## src/rtl/tbl_loader_if.sv

```systemverilog
// Write/clear bus and table outputs of the coefficient table loader.
interface tbl_loader_if #(
  parameter int N_ENT = 32,
  parameter int EW    = 20,
  parameter int AW    = 5
);
  logic                  wr_valid;
  logic                  wr_ready;
  logic                  wr_addr_en;
  logic [AW-1:0]         wr_addr;
  logic [EW-1:0]         wr_data;
  logic                  clr;
  logic [N_ENT*EW-1:0]   ins;
  logic [AW-1:0]         wr_ptr;
  logic                  full;
  logic                  busy;
  logic                  upd;

  modport master (
    output wr_valid, wr_addr_en, wr_addr, wr_data, clr,
    input  wr_ready, ins, wr_ptr, full, busy, upd
  );

  modport slave (
    input  wr_valid, wr_addr_en, wr_addr, wr_data, clr,
    output wr_ready, ins, wr_ptr, full, busy, upd
  );
endinterface

```

## src/rtl/tbl_loader.sv

```systemverilog
// Table loader: accepts addressed or sequential entry writes, tracks which
// entries hold valid data, and clears the table with a one-entry-per-cycle
// sweep. The flattened table drives the downstream indexed lookup stage.
module tbl_loader #(
  parameter int N_ENT = 32,
  parameter int EW    = 20,
  parameter int AW    = 5
) (
  input  logic         clk,
  input  logic         rst,
  tbl_loader_if.slave  bus
);

  typedef enum logic [1:0] {
    ST_EMPTY   = 2'd0,
    ST_PARTIAL = 2'd1,
    ST_FULL    = 2'd2,
    ST_CLEAR   = 2'd3
  } state_t;

  state_t                  state;
  logic [N_ENT-1:0][EW-1:0] tbl;
  logic [N_ENT-1:0]        bitmap;
  logic [N_ENT-1:0]        bitmap_nxt;
  logic [AW-1:0]           ptr;
  logic [AW-1:0]           swp;
  logic                    full_r;
  logic                    busy_r;
  logic                    upd_r;
  logic                    accept;
  logic [AW-1:0]           widx;

  // Ready depends only on the state and a pending clear, never on the write itself.
  assign bus.wr_ready = (state != ST_CLEAR) && !bus.clr;
  assign accept       = bus.wr_valid && bus.wr_ready;
  assign widx         = bus.wr_addr_en ? bus.wr_addr : ptr;

  assign bus.ins    = tbl;
  assign bus.wr_ptr = ptr;
  assign bus.full   = full_r;
  assign bus.busy   = busy_r;
  assign bus.upd    = upd_r;

  // Written-entry bitmap as it will look after this cycle's accept.
  always_comb begin
    bitmap_nxt = bitmap;
    if (accept) bitmap_nxt[widx] = 1'b1;
  end

  // Fill-level FSM with table storage, write pointer and clear sweep.
  always_ff @(posedge clk or posedge rst) begin
    if (rst) begin
      state  <= ST_EMPTY;
      tbl    <= '0;
      bitmap <= '0;
      ptr    <= '0;
      swp    <= '0;
      full_r <= 1'b0;
      busy_r <= 1'b0;
      upd_r  <= 1'b0;
    end else begin
      upd_r <= accept;
      case (state)
        ST_CLEAR: begin
          tbl[swp] <= '0;
          swp      <= swp + AW'(1);
          if (swp == AW'(N_ENT - 1)) begin
            state  <= ST_EMPTY;
            busy_r <= 1'b0;
          end
        end
        default: begin
          if (bus.clr) begin
            state  <= ST_CLEAR;
            busy_r <= 1'b1;
            bitmap <= '0;
            full_r <= 1'b0;
            ptr    <= '0;
            swp    <= '0;
          end else begin
            if (accept) begin
              tbl[widx] <= bus.wr_data;
              if (!bus.wr_addr_en) ptr <= ptr + AW'(1);
            end
            bitmap <= bitmap_nxt;
            full_r <= &bitmap_nxt;
            if (&bitmap_nxt)      state <= ST_FULL;
            else if (|bitmap_nxt) state <= ST_PARTIAL;
            else                  state <= ST_EMPTY;
          end
        end
      endcase
    end
  end

endmodule

```

## src/flat_wrapper.sv

```systemverilog
// flat-port wrapper written by rule: the top's interface ports become plain ports
module tbl_loader_flat 
#(
  parameter int N_ENT = 32,
  parameter int EW    = 20,
  parameter int AW    = 5
)
  (clk, rst, bus_wr_valid, bus_wr_addr_en, bus_wr_addr, bus_wr_data, bus_clr, bus_wr_ready, bus_ins, bus_wr_ptr, bus_full, bus_busy, bus_upd);
  tbl_loader_if #(.N_ENT(N_ENT), .EW(EW), .AW(AW)) bus_i ();
  input  logic clk;
  input  logic rst;
  input wire logic [$bits(bus_i.wr_valid)-1:0] bus_wr_valid;
  input wire logic [$bits(bus_i.wr_addr_en)-1:0] bus_wr_addr_en;
  input wire logic [$bits(bus_i.wr_addr)-1:0] bus_wr_addr;
  input wire logic [$bits(bus_i.wr_data)-1:0] bus_wr_data;
  input wire logic [$bits(bus_i.clr)-1:0] bus_clr;
  output wire logic [$bits(bus_i.wr_ready)-1:0] bus_wr_ready;
  output wire logic [$bits(bus_i.ins)-1:0] bus_ins;
  output wire logic [$bits(bus_i.wr_ptr)-1:0] bus_wr_ptr;
  output wire logic [$bits(bus_i.full)-1:0] bus_full;
  output wire logic [$bits(bus_i.busy)-1:0] bus_busy;
  output wire logic [$bits(bus_i.upd)-1:0] bus_upd;
  assign bus_i.wr_valid = bus_wr_valid;
  assign bus_i.wr_addr_en = bus_wr_addr_en;
  assign bus_i.wr_addr = bus_wr_addr;
  assign bus_i.wr_data = bus_wr_data;
  assign bus_i.clr = bus_clr;
  assign bus_wr_ready = bus_i.wr_ready;
  assign bus_ins = bus_i.ins;
  assign bus_wr_ptr = bus_i.wr_ptr;
  assign bus_full = bus_i.full;
  assign bus_busy = bus_i.busy;
  assign bus_upd = bus_i.upd;
  tbl_loader #(.N_ENT(N_ENT), .EW(EW), .AW(AW)) u_core (.clk(clk), .rst(rst), .bus(bus_i));
endmodule
```

## config.mk

```make
export PLATFORM = sky130hd
export DESIGN_NAME = tbl_loader_flat
export DESIGN_NICKNAME = d
export VERILOG_FILES = /design/src/rtl/tbl_loader_if.sv /design/src/rtl/tbl_loader.sv /design/src/flat_wrapper.sv
export SDC_FILE = /design/constraint.sdc
export NUM_CORES = 1
export LEC_CHECK = 0
export CORE_AREA = 3 3 261 263
export CTS_CLUSTER_DIAMETER = 50
export DETAILED_ROUTE_END_ITERATION = 10
export DIE_AREA = 0 0 264 266
export PLACE_DENSITY_LB_ADDON = 0.25
export SYNTH_ARGS = -nofsm -noshare
export SYNTH_HDL_FRONTEND = slang
export SYNTH_SLANG_ARGS = --single-unit
```

## constraint.sdc

```tcl
create_clock -name clk -period 77.1 [get_ports clk]
set_clock_uncertainty 0.2 [all_clocks]
set_input_delay 23.13 -clock clk [delete_from_list [all_inputs] [get_ports clk]]
set_output_delay 23.13 -clock clk [all_outputs]
set_load 0.005 [all_outputs]
```

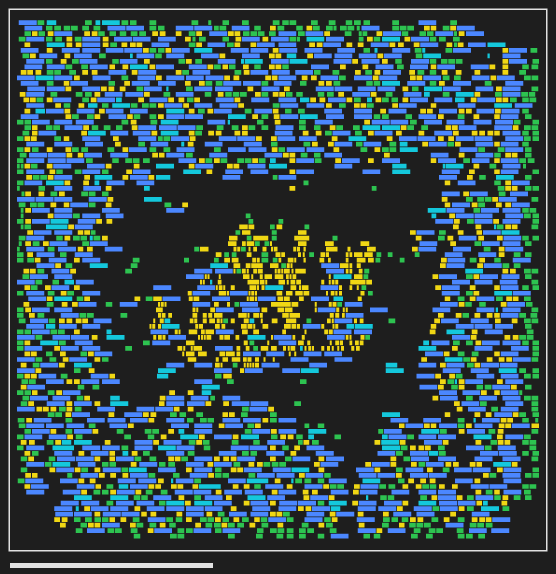
*Cells coloured by class*
Bar = 100 um.
| class | colour | cells | share of their area |
|---|---|---|---|
| remaining buffers and delay cells | green | 730 | 20% |
| clock drivers and dummy loads | cyan | 145 | 7.9% |
| remaining logic cells | yellow | 941 | 22% |
| registers | blue | 687 | 50% |
register share of the cell area: 48.0%
final core occ: 54.3%
fin area: 35,800 um2
Std-Cell Core Area: 65,900 um2
std cell rows: 94

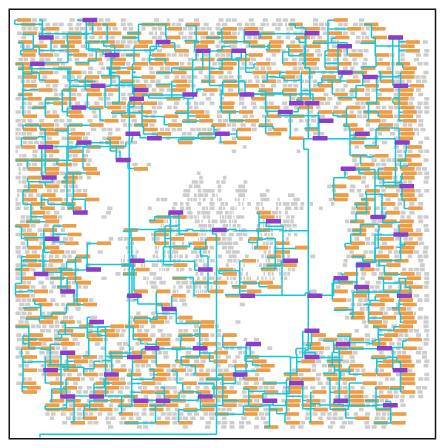
*Clock network drawn from the DEF*
[flip-flops] orange | count: 687
[clock-net drivers] purple | count: 80
[clock wires] cyan | length: 8,470 um
flops lie: spread over the die
clock share of power: 39.0%
clock latency reported for the late side of the worst-skew pair: 600 ps
clock network power: 0.385 mW

==> impl_results.rst <==
Physical design figures
=======================

.. list-table::
   :header-rows: 1

   * - Metric
     - Value
   * - Routed met1 length
     - slightly above 40,000 um
   * - Syn-to-layout area delta
     - 40.7%
   * - Global-route wire length before repair
     - approximately 150,000 um
   * - Fin nets
     - 2,476
   * - Ys cells
     - about 1,800
   * - Most Used Layer, Global Route
     - met2
   * - Largest net degree at the start of global routing
     - roughly 120
   * - Global routing met2 resource utilization
     - between 40 and 50%
   * - Critical Path Fanout Max
     - 10
   * - I/O pin count
     - a little under 700
   * - Static leakage
     - 16.2 nW
   * - Filler cell count
     - between 5,000 and 6,000
   * - Count of buffers added by post-CTS timing repair for setup
     - 0
   * - TritonCTS clock tree
     - done
   * - AND/OR/NAND/NOR Cells, Area Fraction
     - between 3 and 4%
   * - Power density over cell area
     - between 20 and 30 nW/um2
   * - Final setup vio count
     - 0
   * - Maximum level of the CTS H-tree
     - 3
   * - Logic area
     - ~7700 um2
   * - Peak supply drop
     - approximately 20 uV
   * - Post-synth tally of flip-flops with integrated enable
     - 0
   * - Most common cell after layout, fill and taps aside
     - sky130_fd_sc_hd__dfrtp_1
   * - CP arrival
     - around 25,000 ps
   * - Fa+ha+maj area frac
     - less than 1%
   * - Time the worst path needs with I/O delays and setup
     - slightly below 50,000 ps
   * - Clock-pin transition on the worst setup and hold timing paths
     - about 60 ps
   * - Post_cts resized
     - 0
   * - First-pass iteration count of the detailed router
     - 6
   * - Chip area estimate from yosys synthesis
     - between 20,000 and 30,000 um2
   * - Global-route met1 utilization
     - between 30 and 40%
   * - Met3 track demand over resource in global routing
     - under 10%
   * - And-or/or-and share of the synthesized area
     - between 20 and 30%
   * - Transition time of the tightest slew-check pin
     - 1310 ps
   * - Horizontal extent of the die
     - between 200 and 300 um
   * - Tightest slew margin relative to the limit
     - 12.2%
   * - Avg Synthesized Cell Area
     - approximately 14 um2
   * - RSZ-0062 raised after global routing
     - no
   * - Routed wire length per instance
     - 30.2 um
   * - Top_reg_cell synth
     - sky130_fd_sc_hd__dfrtp_1
   * - Estimated wirelength of the detail-placed design
     - between 60,000 and 70,000 um
   * - Overflow after GRT
     - 0
   * - Total Neg Setup Slack
     - 0 ps
   * - Vias in the first global route
     - between 20,000 and 25,000
   * - CTS Hold Bufs
     - 0
   * - Max capacitance violation total
     - 0
   * - Seq/Total Area, Yosys
     - between 60% and 70%
   * - Starting utilization of the core area
     - between 30% and 40%
   * - OpenROAD warning count
     - 32
   * - Clock buffers created by TritonCTS
     - about 80
   * - Path type of the worst min-delay path
     - register to register
   * - Startpoint kind of the worst setup timing path
     - input port
   * - Clock tree root driver cell
     - sky130_fd_sc_hd__clkbuf_16
   * - Min setup slack post-route
     - about 29,000 ps
   * - Number of routed nets with antenna violations
     - 0
   * - Top routing layer in use
     - met5
   * - Share of cells above drive strength 1
     - between 10% and 20%
   * - Critical path class
     - input port to primary output
   * - Result of the run
     - complete, no violations
   * - Period utilization
     - a little over three fifths
   * - Synth mux share
     - less than 1%
   * - DRC violation total after the first TritonRoute iteration
     - between 1,500 and 2,000
   * - Mapped cell area
     - roughly 25,000 um2
   * - Number of antenna violations at the first check in global routing
     - 6
   * - Number of synthesized register bits
     - 687
   * - Post-placement worst setup slack
     - between 20,000 and 30,000 ps
   * - Element type at the critical path end
     - primary output
   * - Async set or reset register ratio after synthesis
     - 100%
   * - Ys Warns
     - 0
   * - Pins over their slew limit
     - 0
   * - Mean number of vias per cell
     - 6.01
   * - Met2 Routed Length
     - between 40,000 and 50,000 um
   * - Post-synth cell types
     - 57
   * - Area of all sequential standard cells
     - between 15,000 and 20,000 um2
   * - Syn_nets
     - approximately 1,900
   * - Maximum clock path buffer count
     - 3
   * - Met3 Wirelength
     - approximately 9000 um
   * - DRC errors left
     - 0
   * - Top cells excl fill/tap
     - sky130_fd_sc_hd__dfrtp_1 (687), sky130_fd_sc_hd__clkdlybuf4s50_1 (658), sky130_fd_sc_hd__a22o_1 (640), sky130_fd_sc_hd__clkbuf_16 (83), sky130_fd_sc_hd__buf_4 (52)
   * - Final GP Congestion
     - slightly below 0.9
   * - Instance tally after logic synthesis
     - around 1,800
   * - Final Hold Violation Tally
     - 0
   * - Xor/xnor cell area share of the yosys netlist
     - less than 1%
   * - Global-route usage over all layers
     - between 20 and 30%
   * - Upper clock frequency limit
     - roughly 21 MHz
   * - Via count
     - about 20,000
   * - Required time at the worst-slack endpoint
     - ~54,000 ps
   * - Top logic family
     - AND-OR/OR-AND gates
   * - Post-detailed-routing wire length
     - ~100,000 um
   * - Count of clock tree sinks
     - ~700
   * - Vertical die dimension
     - about 270 um
   * - DIE AREA
     - ~70,000 um2
   * - Port Buffers
     - ~680
where the power goes:
part           total [mW]  switching, mW  internal (mW)
clock               0.385          0.157          0.228
combinational       0.181         0.0933         0.0878
sequential          0.421         0.0257          0.395
worst paths after layout:
kind / from / cells past startpoint / slack (ps) / to
worst min-delay path: u_core.bitmap[29] / 2 / 290 / u_core.bitmap[29]
min in group asynchronous: rst / 2 / 22870 / u_core.bus.ins[39]
max in group asynchronous: rst / 4 / 51370 / u_core.bus.ins[608]
worst max register to register: u_core.bus.wr_ptr[2] / 7 / 73010 / u_core.state[0]
worst min register to register: u_core.bitmap[29] / 2 / 290 / u_core.bitmap[29]
worst max-delay path: bus_clr / 4 / 28770 / bus_wr_ready
registers in the layout (all words and copies together), names as in the netlist:
name               count
u_core.bitmap         32
u_core.bus.busy        1
u_core.bus.full        1
u_core.bus.ins       640
u_core.bus.upd         1
u_core.bus.wr_ptr      5
u_core.state           2
u_core.swp             5
cell usage after synthesis, types with 3 or more instances:
library cell,n,area [um2]
sky130_fd_sc_hd__dfrtp_1,687,17200
sky130_fd_sc_hd__a22o_1,640,5610
sky130_fd_sc_hd__clkbuf_1,209,785
sky130_fd_sc_hd__nor2_1,66,248
sky130_fd_sc_hd__a21oi_1,33,165
sky130_fd_sc_hd__a31oi_1,26,163
sky130_fd_sc_hd__nand2_1,23,86.3
sky130_fd_sc_hd__o21ai_0,22,110
sky130_fd_sc_hd__and2_1,11,68.8
sky130_fd_sc_hd__nor3_1,9,45.0
sky130_fd_sc_hd__nor4_1,8,50.1
sky130_fd_sc_hd__ha_1,6,75.1
sky130_fd_sc_hd__inv_1,6,22.5
sky130_fd_sc_hd__nand3_1,6,30.0
sky130_fd_sc_hd__nand4_1,6,37.5
sky130_fd_sc_hd__and4_1,5,43.8
sky130_fd_sc_hd__nor2b_1,5,31.3
sky130_fd_sc_hd__nor3b_1,5,37.5
sky130_fd_sc_hd__o31ai_1,5,37.5
sky130_fd_sc_hd__and3_1,4,25.0
sky130_fd_sc_hd__nand3b_1,4,30.0
sky130_fd_sc_hd__a2111oi_1,3,30.0
sky130_fd_sc_hd__and3b_1,3,26.3
sky130_fd_sc_hd__mux2i_1,3,30.0
sky130_fd_sc_hd__nand2b_1,3,18.8
sky130_fd_sc_hd__o2111ai_1,3,26.3
worst max-delay path, stage by stage:
cell	delay [ps]
sky130_fd_sc_hd__clkdlybuf4s50_1	660
sky130_fd_sc_hd__nand2b_1	280
sky130_fd_sc_hd__clkinv_1	350
sky130_fd_sc_hd__clkdlybuf4s50_1	580
layout make-up:
type | count | area share (%)
sequential | 687 | 48.0
multi-input combinational | 934 | 21.4
timing repair buffer | 730 | 19.8
clock buffer | 110 | 6.51
tap | 864 | 3.02
clock inverter | 35 | 1.10
inverter | 7 | 0.0944
antenna | 5 | 0.0350
stage by stage:
stage	total power [mW]	utilization (%)	instances	hold WS, ps	cell area (um2)
2_1_floorplan	0.494	-	1844	252	25400
3_3_place_gp	0.604	50.2	3222	268	33100
3_5_place_dp	0.607	50.2	3222	279	33100
4_1_cts	0.993	54.3	3367	292	35800
5_1_grt	1.02	54.3	3367	307	35800
6_report	0.987	54.3	3372	289	35800
Power is estimated from default activity; no workload was simulated.
